## src/rtl/spi_cfg_master_if.sv

```systemverilog
// Configuration link between an SPI master endpoint and its attached register.
// The master side owns wdata; the register side supplies rdata, its address and reset value.
interface spi_cfg_interface #(
  parameter int ASIZE = 15,
  parameter int DSIZE = 16
);
  logic [DSIZE-1:0] wdata;
  logic [DSIZE-1:0] rdata;
  logic [DSIZE-1:0] default_data;
  logic [ASIZE-1:0] cfg_addr;

  modport master (output wdata, input rdata, input cfg_addr, input default_data);
  modport slave  (input wdata, output rdata, output cfg_addr, output default_data);
endinterface

```

## src/rtl/spi_cfg_master.sv

```systemverilog
// SPI mode-0 target decoding {rw, addr, data} frames for one configuration register.
// Latency: SPI edges act 3 clocks after they occur; no backpressure, host paces the frame.
module spi_cfg_master #(
  parameter int ASIZE = 15,
  parameter int DSIZE = 16
) (
  input  logic                    clock,
  input  logic                    rst_n,
  spi_cfg_interface.master        cfg_inf,
  input  logic                    sck,
  input  logic                    cs_n,
  input  logic                    mosi,
  output logic                    miso,
  output logic                    miso_oe,
  output logic                    wr_strobe
);

  localparam int FLEN = 1 + ASIZE + DSIZE;
  localparam int SW   = (ASIZE + 1 > DSIZE) ? ASIZE + 1 : DSIZE;
  localparam int CW   = $clog2(FLEN + 1);

  localparam logic [1:0] IDLE = 2'd0;
  localparam logic [1:0] CMD  = 2'd1;
  localparam logic [1:0] DATA = 2'd2;
  localparam logic [1:0] DONE = 2'd3;

  localparam logic [CW-1:0] CMD_LAST  = CW'(ASIZE);
  localparam logic [CW-1:0] DATA_LAST = CW'(FLEN - 1);

  logic sck_s1, sck_s2, sck_s3;
  logic cs_s1, cs_s2, cs_s3;
  logic mosi_s1, mosi_s2;

  logic [1:0]       state;
  logic [CW-1:0]    cnt;
  logic [SW-2:0]    rx_sr;
  logic [DSIZE-2:0] tx_sr;
  logic             rw;
  logic             match;
  logic             init_done;

  logic          sck_rise, sck_fall, cs_rise, cs_fall, cs_active;
  logic [SW-1:0] rx_next;

  // cs_n synchroniser resets high so release of reset never looks like a select
  always_ff @(posedge clock or negedge rst_n) begin
    if (!rst_n) begin
      sck_s1  <= 1'b0;
      sck_s2  <= 1'b0;
      sck_s3  <= 1'b0;
      cs_s1   <= 1'b1;
      cs_s2   <= 1'b1;
      cs_s3   <= 1'b1;
      mosi_s1 <= 1'b0;
      mosi_s2 <= 1'b0;
    end else begin
      sck_s1  <= sck;
      sck_s2  <= sck_s1;
      sck_s3  <= sck_s2;
      cs_s1   <= cs_n;
      cs_s2   <= cs_s1;
      cs_s3   <= cs_s2;
      mosi_s1 <= mosi;
      mosi_s2 <= mosi_s1;
    end
  end

  assign sck_rise  =  sck_s2 & ~sck_s3;
  assign sck_fall  = ~sck_s2 &  sck_s3;
  assign cs_fall   = ~cs_s2  &  cs_s3;
  assign cs_rise   =  cs_s2  & ~cs_s3;
  assign cs_active = ~cs_s2;
  assign rx_next   = {rx_sr, mosi_s2};

  always_ff @(posedge clock or negedge rst_n) begin
    if (!rst_n) begin
      cfg_inf.wdata <= '0;
      miso          <= 1'b0;
      miso_oe       <= 1'b0;
      wr_strobe     <= 1'b0;
      state         <= IDLE;
      cnt           <= '0;
      rx_sr         <= '0;
      tx_sr         <= '0;
      rw            <= 1'b0;
      match         <= 1'b0;
      init_done     <= 1'b0;
    end else begin
      wr_strobe <= 1'b0;
      if (!init_done) begin
        cfg_inf.wdata <= cfg_inf.default_data;
        init_done     <= 1'b1;
      end
      // Deselect beats any simultaneous sck edge, so a late final rise cannot commit
      if (cs_rise) begin
        state   <= IDLE;
        miso_oe <= 1'b0;
        miso    <= 1'b0;
      end else begin
        case (state)
          IDLE: begin
            if (cs_fall) begin
              state <= CMD;
              cnt   <= '0;
              rx_sr <= '0;
            end
          end
          CMD: begin
            if (sck_rise && cs_active) begin
              rx_sr <= rx_next[SW-2:0];
              cnt   <= cnt + 1'b1;
              if (cnt == CMD_LAST) begin
                rw    <= rx_next[ASIZE];
                match <= (rx_next[ASIZE-1:0] == cfg_inf.cfg_addr);
                state <= DATA;
              end
            end
          end
          DATA: begin
            if (sck_rise && cs_active) begin
              rx_sr <= rx_next[SW-2:0];
              cnt   <= cnt + 1'b1;
              if (cnt == DATA_LAST) begin
                if (!rw && match) begin
                  cfg_inf.wdata <= rx_next[DSIZE-1:0];
                  wr_strobe     <= 1'b1;
                end
                state <= DONE;
              end
            end else if (sck_fall && cs_active && rw && match) begin
              // miso_oe doubles as the "rdata already sampled" flag for this frame
              if (!miso_oe) begin
                tx_sr   <= cfg_inf.rdata[DSIZE-2:0];
                miso    <= cfg_inf.rdata[DSIZE-1];
                miso_oe <= 1'b1;
              end else begin
                tx_sr <= {tx_sr[DSIZE-3:0], 1'b0};
                miso  <= tx_sr[DSIZE-2];
              end
            end
          end
          default: ;
        endcase
      end
    end
  end

endmodule

```

## src/flat_wrapper.sv

```systemverilog
// flat-port wrapper written by rule: the top's interface ports become plain ports
module spi_cfg_master_flat 
#(
  parameter int ASIZE = 15,
  parameter int DSIZE = 16
)
  (clock, rst_n, sck, cs_n, mosi, miso, miso_oe, wr_strobe, cfg_inf_wdata, cfg_inf_rdata, cfg_inf_cfg_addr, cfg_inf_default_data);
  spi_cfg_interface #(.ASIZE(ASIZE), .DSIZE(DSIZE)) cfg_inf_i ();
  input  logic clock;
  input  logic rst_n;
  input  logic sck;
  input  logic cs_n;
  input  logic mosi;
  output logic miso;
  output logic miso_oe;
  output logic wr_strobe;
  output wire logic [$bits(cfg_inf_i.wdata)-1:0] cfg_inf_wdata;
  input wire logic [$bits(cfg_inf_i.rdata)-1:0] cfg_inf_rdata;
  input wire logic [$bits(cfg_inf_i.cfg_addr)-1:0] cfg_inf_cfg_addr;
  input wire logic [$bits(cfg_inf_i.default_data)-1:0] cfg_inf_default_data;
  assign cfg_inf_wdata = cfg_inf_i.wdata;
  assign cfg_inf_i.rdata = cfg_inf_rdata;
  assign cfg_inf_i.cfg_addr = cfg_inf_cfg_addr;
  assign cfg_inf_i.default_data = cfg_inf_default_data;
  spi_cfg_master #(.ASIZE(ASIZE), .DSIZE(DSIZE)) u_core (.clock(clock), .rst_n(rst_n), .cfg_inf(cfg_inf_i), .sck(sck), .cs_n(cs_n), .mosi(mosi), .miso(miso), .miso_oe(miso_oe), .wr_strobe(wr_strobe));
endmodule
```

## config.mk

```make
export PLATFORM = sky130hd
export DESIGN_NAME = spi_cfg_master_flat
export DESIGN_NICKNAME = d
export VERILOG_FILES = /design/src/rtl/spi_cfg_master_if.sv /design/src/rtl/spi_cfg_master.sv /design/src/flat_wrapper.sv
export SDC_FILE = /design/constraint.sdc
export NUM_CORES = 1
export LEC_CHECK = 0
export ABC_AREA = 0
export CORE_MARGIN = 2
export CORE_UTILIZATION = 40
export DETAILED_ROUTE_END_ITERATION = 16
export GPL_ROUTABILITY_DRIVEN = 1
export HOLD_SLACK_MARGIN = 0.08
export PLACE_DENSITY_LB_ADDON = 0.25
export SETUP_SLACK_MARGIN = 0.05
export SYNTH_ARGS = -nofsm -noshare
export SYNTH_HDL_FRONTEND = slang
export SYNTH_SLANG_ARGS = --single-unit
```

## constraint.sdc

```tcl
create_clock -name clock -period 2.5 [get_ports clock]
set_input_delay 0.75 -clock clock [delete_from_list [all_inputs] [get_ports clock]]
set_output_delay 0.75 -clock clock [all_outputs]
set_load 0.005 [all_outputs]
```

==> results.py <==
# Generated from Yosys and OpenROAD reports
metrics = {
    "status": {
        "outcome": "completed",
    },
    "job": {
        "warning_count": 29,
    },
    "clocking": {
        "postCtsSetupBuffers": 0,
        "cts-htree-levels": 3,
        "cts-hold-fix-buffers": 0,
        "clkSinkCount": 68,
        "clock_latency_ns": 0.34,
        "path_clk_slew_ns": 0.07,
        "numCtsBuffers": 9,
        "cts_tree": "yes",
    },
    "placement": {
        "gp_congestion": 0.8214,
        "place.detailed.hpwl_um": 4599,
        "io_buffer_count": 70,
        "pre_cts_ws_ns": 0.3777,
        "placed_cells_incl_taps": 471,
    },
    "sta": {
        "maximum_achievable_frequency_mhz": 464.7,
        "clock_skew_ns": 0.01341,
        "setup_viol": 0,
        "final_period_minus_worst_setup_slack_ns": 2.152,
        "max-slew-margin-rel": 0.4212,
        "hold_slack_ns": 0.3519,
        "final.setup.tns_ns": 0,
        "timing.final.max_slew_violations": 0,
        "layout_worst_path_cycle_share": 0.8608,
    },
    "yosys": {
        "synth.cellmix.xorXnorShare": 0.05048,
        "synthAdderAreaFrac": 0.02324,
        "syn_nets": 366,
        "post-synth-top-area-cell": "sky130_fd_sc_hd__dfrtp_1",
        "most_common_cell": "sky130_fd_sc_hd__nand2_1",
        "synthCells": 309,
        "yosys_warnings": 0,
        "top_cells_by_count": "sky130_fd_sc_hd__nand2_1, sky130_fd_sc_hd__dfrtp_1, sky130_fd_sc_hd__o21ai_0",
        "synth.logic.top_family": "simple AND/OR/NAND/NOR gates",
        "synth-simple-area-share": 0.1538,
        "top_cell_area_share": 0.5208,
        "edf_count": 0,
        "synth.area.mux_share": 0.1030,
        "netlist_area_um2": 3123,
        "ys_seq_elements": 68,
        "ys.flop_type": "sky130_fd_sc_hd__dfrtp_1",
        "synthesis_area_per_yosys_um2": 3123,
        "synth.area.top_cells": "sky130_fd_sc_hd__dfrtp_1, sky130_fd_sc_hd__mux2i_1, sky130_fd_sc_hd__o21ai_0, sky130_fd_sc_hd__nand2_1, sky130_fd_sc_hd__xor2_1",
        "synth_seq_share": 0.5461,
        "synth-compound-area-share": 0.09014,
        "async_flop_share": 1.000,
        "ys_cells": 309,
    },
    "die": {
        "die_area_um2": 8530,
        "dieWidth_um": 92.36,
        "die.size.y_um": 92.36,
        "coreArea_um2": 7647,
        "rows": 32,
        "top_level_ports": 71,
        "floorplanUtilization": 0.4084,
    },
    "critical_path": {
        "worst-path-max-fanout": 31,
        "worstPathCellList": "inv_1 > ha_1 > maj3_1 > or3_1 > buf_4 > o21ai_0 > a21oi_1",
        "cp_endpoint_kind": "register",
        "critical_path_buf_inv_count": 2,
        "worst_setup_path_start_kind": "register",
        "worst-endpoint-required_ns": 2.70,
        "r2r.worst_path.cells": 7,
        "critical-path-max-stage-delay_ns": 0.45,
        "critPathSlowestCell": "sky130_fd_sc_hd__maj3_1",
    },
    "pwr": {
        "cell_internal_pwr_mw": 1.874,
        "ir_worst_vdd_uv": 342.8,
        "netSwitchingPower_mw": 0.8501,
        "switching_share": 0.3120,
        "p_leak_nw": 1.734,
        "power.density_cell_area_nw_per_um2": 657.9,
        "seq_power_share": 0.455,
        "power.clock.fraction": 0.303,
    },
    "finish": {
        "combinational_area_um2": 1318,
        "flow.area_growth_from_synthesis_pct": 32.61,
        "final_layout_top_logic_cells": "sky130_fd_sc_hd__clkdlybuf4s50_1, sky130_fd_sc_hd__nand2_1, sky130_fd_sc_hd__dfrtp_1",
        "lay_top_count": "sky130_fd_sc_hd__clkdlybuf4s50_1",
        "finalNonFillerCells": 487,
        "antennaDiodeCount": 0,
    },
    "global_routing": {
        "grt_first_pass_wirelength_um": 10870,
        "first_global_vias": 2309,
        "initial_antenna_violation_count": 0,
    },
    "drt": {
        "drt.antenna.violating_nets": 0,
        "drt_first_iter_violations": 124,
        "detail_route.wirelength_um": 6285,
        "post_drt_via_cell_ratio": 4.786,
        "drt_first_pass_iters": 4,
        "route.detailed.drc": 0,
    },
    "min_path": {
        "hold_class": "register to register",
    },
}
## per-stage QoR
step	power (mW)	utilization
floorplan	1.644	-
global placement	1.897	0.5170
detailed placement	1.917	0.5170
CTS	2.755	0.5416
global route	2.888	0.5416
finish	2.725	0.5416
## registers in the layout, summed over array words and instances (netlist names), 2 cells and up
name	flops
u_core.cfg_inf.wdata	16
u_core.cnt	6
u_core.rx_sr	15
u_core.state	2
u_core.tx_sr	15
## metal layers
layer / vias to the layer above / track usage / routed length (um)
li1: 1182 / - / -
met1: 1089 / 0.2228 / 3101
met2: 52 / 0.2457 / 2827
met3: 8 / 0.05207 / 289
met4: 0 / 0.04602 / 66
met5: - / 0 / 0
## path summary, 6_finish.rpt
kind	start	end	slack, ns
worst min register to register	u_core.sck_s1	u_core.sck_s2	0.35
worst min-delay path	u_core.sck_s1	u_core.sck_s2	0.35
worst max register to register	u_core.state[0]	u_core.cnt[5]	0.35
min in group asynchronous	rst_n	u_core.cfg_inf.wdata[8]	0.40
worst max-delay path	u_core.state[0]	u_core.cnt[5]	0.35
max in group asynchronous	rst_n	u_core.cs_s2	1.49
## cell type report
| type | instances | area share |
|---|---|---|
| Clock inverter | 5 | 0.008761 |
| Inverter | 8 | 0.007251 |
| Timing Repair Buffer | 77 | 0.1867 |
| Multi-Input combinational cell | 216 | 0.3181 |
| Clock buffer | 11 | 0.03656 |
| Tap cell | 102 | 0.03082 |
| Sequential cell | 68 | 0.4118 |
## power groups by stage
stage,clock [mW],sequential [mW],combinational (mW)
4_1_cts,0.854,1.24,0.660
3_3_place_gp,0,1.26,0.639
6_report,0.824,1.24,0.660
3_5_place_dp,0,1.26,0.655
5_1_grt,0.895,1.25,0.739
2_1_floorplan,0,1.24,0.399
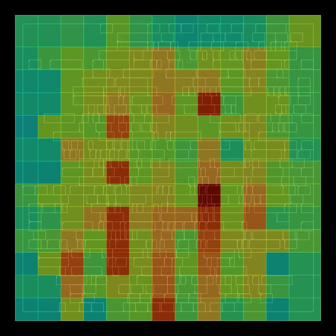
Figure 1: routing congestion.
met3 Use GR: 0.05207
gr usage total: 0.1616
WL per Instance: 12.91 um
Most Used Layer, Global Route: met2

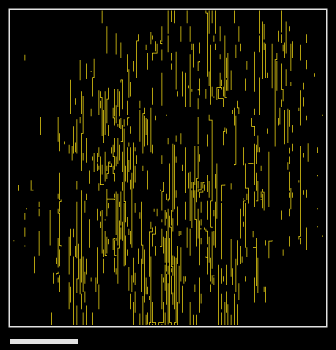
Figure 2: metal 2.
Bar = 20 um.
longest straight run: 26.9 um
share of all routed wire: 45%

Power figures rest on the tool's default switching activity, not on a simulated workload.
